<file path="src/rtl/pc_unit.sv">
// Program-counter unit for the IF stage: run-control FSM, redirect path and load counter.
// Optional single-step mode is compiled in when PC_STEP_EN is defined.
module pc_unit #(
    parameter int                 PC_SIZE      = 32,
    parameter logic [PC_SIZE-1:0] RESET_VECTOR = '0,
    parameter int                 COUNT_BITS   = 16
) (
    input  logic                  i_clk,
    input  logic                  i_reset,
    input  logic                  i_start,
    input  logic                  i_halt,
    input  logic                  i_step,
    input  logic                  i_enable,
    input  logic                  i_not_load,
    input  logic                  i_redirect,
    input  logic [PC_SIZE-1:0]    i_redirect_pc,
    input  logic [PC_SIZE-1:0]    i_next_pc,
    output logic [PC_SIZE-1:0]    o_pc,
    output logic                  o_running,
    output logic                  o_halted,
    output logic                  o_step_done,
    output logic [COUNT_BITS-1:0] o_load_count
);

    typedef enum logic [1:0] {
        ST_IDLE   = 2'd0,
        ST_RUN    = 2'd1,
        ST_HALTED = 2'd2
`ifdef PC_STEP_EN
        ,
        ST_STEP   = 2'd3
`endif
    } state_t;

    state_t state;
    state_t state_next;
    logic   active;
    logic   pc_load;

`ifdef PC_STEP_EN
    assign active = (state == ST_RUN) || (state == ST_STEP);
`else
    assign active = (state == ST_RUN);
`endif

    // A halt cycle never loads; a redirect wins over a hazard stall.
    assign pc_load = active && i_enable && !i_halt && (i_redirect || !i_not_load);

    always_ff @(posedge i_clk or posedge i_reset) begin
        if (i_reset) begin
            state <= ST_IDLE;
        end else begin
            state <= state_next;
        end
    end

    always_comb begin
        state_next = state;
        if (i_enable) begin
            case (state)
                ST_IDLE, ST_HALTED: begin
                    if (i_start) begin
                        state_next = ST_RUN;
                    end
`ifdef PC_STEP_EN
                    else if (i_step && !i_halt) begin
                        state_next = ST_STEP;
                    end
`endif
                end
                ST_RUN: begin
                    if (i_halt) begin
                        state_next = ST_HALTED;
                    end
                end
`ifdef PC_STEP_EN
                ST_STEP: begin
                    if (i_halt || pc_load) begin
                        state_next = ST_HALTED;
                    end
                end
`endif
                default: state_next = ST_IDLE;
            endcase
        end
    end

    always_comb begin
        o_running = active;
        o_halted  = (state == ST_HALTED);
    end

    always_ff @(posedge i_clk or posedge i_reset) begin
        if (i_reset) begin
            o_pc         <= RESET_VECTOR;
            o_load_count <= '0;
        end else if (pc_load) begin
            o_pc         <= i_redirect ? i_redirect_pc : i_next_pc;
            o_load_count <= o_load_count + {{(COUNT_BITS-1){1'b0}}, 1'b1};
        end
    end

`ifdef PC_STEP_EN
    logic step_done_q;

    always_ff @(posedge i_clk or posedge i_reset) begin
        if (i_reset) begin
            step_done_q <= 1'b0;
        end else begin
            step_done_q <= pc_load && (state == ST_STEP);
        end
    end

    assign o_step_done = step_done_q;
`else
    logic unused_step;
    assign unused_step = i_step;
    assign o_step_done = 1'b0;
`endif

endmodule

</file>
<file path="config.mk">
export PLATFORM = sky130hd
export DESIGN_NAME = pc_unit
export DESIGN_NICKNAME = d
export VERILOG_FILES = /design/src/rtl/pc_unit.sv
export SDC_FILE = /design/constraint.sdc
export NUM_CORES = 1
export LEC_CHECK = 0
export ABC_AREA = 1
export CELL_PAD_IN_SITES_DETAIL_PLACEMENT = 0
export CELL_PAD_IN_SITES_GLOBAL_PLACEMENT = 1
export CORE_MARGIN = 2
export CORE_UTILIZATION = 28
export DETAILED_ROUTE_END_ITERATION = 16
export PLACE_DENSITY = 0.92
export REMOVE_ABC_BUFFERS = 1
export SYNTH_ARGS = -nofsm -noshare
export SYNTH_HDL_FRONTEND = slang
export SYNTH_SLANG_ARGS = --single-unit
</file>
<file path="constraint.sdc">
create_clock -name i_clk -period 2 [get_ports i_clk]
set_input_delay 0.4 -clock i_clk [delete_from_list [all_inputs] [get_ports i_clk]]
set_output_delay 0.4 -clock i_clk [all_outputs]
set_load 0.02 [all_outputs]
</file>
**Clock wires, drivers and flops**

(4 px per um)
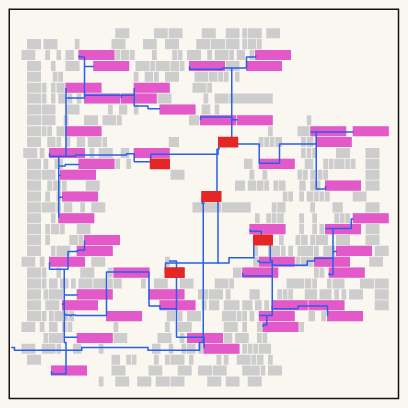
Key: blue = clock wires [length 633 um]; magenta = flip-flops [count 50]; red = clock-net drivers [count 5]
There are 6 routed clock nets.
Clk. pwr: 0.696 mW
clock share of power: 15.8%
Setup Skew: 6.00 ps

==> impl_metrics.ini <==
; implementation run metrics
[status]
status = completed

[clocking]
numCtsBuffers = 5
clk_latency_ps = 300
clockBufferDepth = 2
cts_sinks = 50
cts_setup_buffers = 0
ctsResizeCount = 0
cts_tree = done
clk_pin_slew_worst_paths_ps = 80
cts_hold_buf = 0
htree_levels = 2

[job]
tool_warnings = 26
cap_violations = 0

[final_timing]
fin_hold_ws_ps = 432
hold_violations = 0
fin_crit_ps = 1860
final.setup.tns_ps = 0
fin_ws_ps = 135
finalClockPeriodUsage_pct = 93.2
final-setup-viol-count = 0
fmax_ghz = 0.536
slew_viol_final = 0

[layout]
n_all_inverters = 17
largest_cell_class = buffers
seq_share_pct = 32.5
lay_top_cells = clkdlybuf4s50_1 (119), nand2_1 (105), dfrtp_1 (50)
flops = 50
layout.nets = 492
final_area_sq_um = 3840
buf_share_pct = 33.5
num-nonclk-buffers = 128
areaGrowthSynthToFinish_pct = 59.0
fin_util_pct = 46.3
diodes = 0
mi_logic_area_sq_um = 1000
final-clk-cell-share_pct = 2.77
comb_cells = 217
drive_gt1_share_pct = 4.52
clkbuf_count = 7

[floorplanning]
io_pins = 123
die-height_um = 96.9
initCoreUtil_pct = 29.1
die_x_um = 96.9
fp-row-count = 33
nWellTaps = 105
coreArea_sq_um = 8300

[global_route]
grt_pass1_vias = 2285
grt.busiest_layer = met2
grt_util_met2_pct = 23.5
grtUsageMet1_pct = 16.0
grt_use_met3_pct = 5.64
grt_pass1_wl_um = 10600
grt-ovfl-total = 0
antenna_found_initial = 0

[critical_path]
critical_path_class = reg2out
critical-path-max-stage-delay_ps = 620
r2r_start = o_load_count[0]$_DFFE_PP0P_
worstPathArrival_ps = 1460
crit_chain = nor2_1 -> clkdlybuf4s50_1
worstReg2RegEnd = o_load_count[10]$_DFFE_PP0P_
crit_required_ps = 1600
path_buffers = 1
r2r_slack_ps = 530
cp_max_fo = 5
cp_top_family = buffers and inverters
reg2regPathDepth = 6
cpMaxStageDelayCell = clkdlybuf4s50_1
crit_start = state[0]$_DFFE_PP0P_
cp.depth = 2
worstSetupEndpointType = output pin

[power]
netSwitchingPower_mw = 1.60
p_per_area_nw_per_um2 = 1140
finalPower_mw = 4.39
p_leak_nw = 1.67
swShare_pct = 36.3
ir_drop_mv = 0.553
intPower_mw = 2.80
power_frac_comb_pct = 46.8
seqPwrFrac_pct = 37.4

[drt]
antenna_left = 0
highest_layer = met4
m1WireLength_um = 2750
vias = 2313
wirelength_um = 6380
avgRoutedWirePerCell_um = 12.1
viasPerCell = 4.41
drtIter0Drc = 78
drt_first_pass_iters = 5
drc = 0
wl_met3_um = 601
dr_wl_met2_um = 2970

[synth]
ys_ff = 50
yosys_cells = 300
yosys-stat-area_sq_um = 2420
ys_warn_count = 0
synth_area_sq_um = 2420
syn_avg_cell_area_sq_um = 8.06
ys_seq_share_pct = 51.7
synth_cell_types = 24
syn_inst = 300

[placement]
placed_cells = 517
hpwl_um = 4920
post-place-ws_ps = 164
placed_cell_area_sq_um = 3740
gp_congestion = 0.767

[min_path]
hp-class = in2async
**Logic cells by family**

(6 px per um)
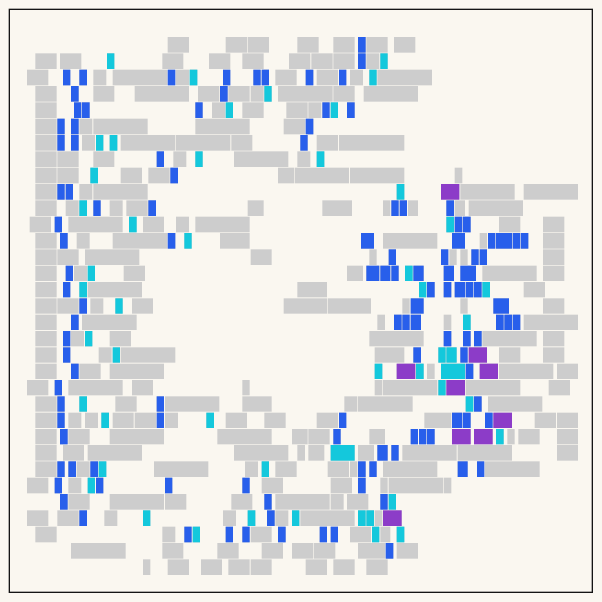
Key: purple = xor and xnor cells [cells 9, most used xor2_1]; cyan = nor cells [cells 50, most used nor2_1, where all over the die]; blue = nand cells [cells 120, most used nand2_1, where all over the die]
Cell Count, Final, Fillers Out: 525
most common logic cell in the routed design: clkdlybuf4s50_1
fraction of area in multi-input gates: 26.1%

## power groups by stage
stage	Clock (mW)	Combinational, mW	Sequential (mW)
2_1_floorplan	0	0.538	2.08
3_3_place_gp	0	2.06	1.64
3_5_place_dp	0	2.08	1.66
4_1_cts	0.722	2.09	1.65
5_1_grt	0.754	2.23	1.70
6_report	0.696	2.06	1.64
## cells in the mapped netlist
| library cell | instances | area [sq um] |
|---|---|---|
| buf_2 | 3 | 15.0 |
| nor2_4 | 1 | 11.3 |
| nor3_1 | 1 | 5.00 |
| inv_1 | 16 | 60.1 |
| o21ai_1 | 2 | 10.0 |
| ha_1 | 1 | 12.5 |
| nand4_1 | 3 | 18.8 |
| inv_2 | 1 | 3.75 |
| o21ai_0 | 1 | 5.00 |
| clkbuf_1 | 6 | 22.5 |
| nor2_2 | 1 | 6.26 |
| nand3b_1 | 3 | 22.5 |
| nor2_1 | 47 | 176 |
| a31oi_1 | 32 | 200 |
| xnor2_1 | 4 | 35.0 |
| nand2_1 | 105 | 394 |
| dfrtp_1 | 50 | 1250 |
| nand3_1 | 8 | 40.0 |
| xor2_1 | 5 | 43.8 |
| buf_4 | 3 | 22.5 |
| nand2_2 | 1 | 6.26 |
| a21boi_0 | 1 | 7.51 |
| buf_6 | 4 | 45.0 |
| conb_1 | 1 | 3.75 |
## cell families after synthesis
family                   after synthesis  share of synthesized area, %
AND/OR/NAND/NOR                      170                          28.1
flip-flops                            50                          51.7
AND-OR/OR-AND                         36                          9.21
buffers and inverters                 33                          6.98
XOR/XNOR                               9                          3.26
adder cells (fa/ha/maj)                1                         0.517
other                                  1                         0.155
## flip-flops by register name, indices dropped and copies added, names as in the netlist
signal        cells
o_pc             32
o_load_count     16
state             2
No activity file was given, so power comes from the tool's default toggle rates.
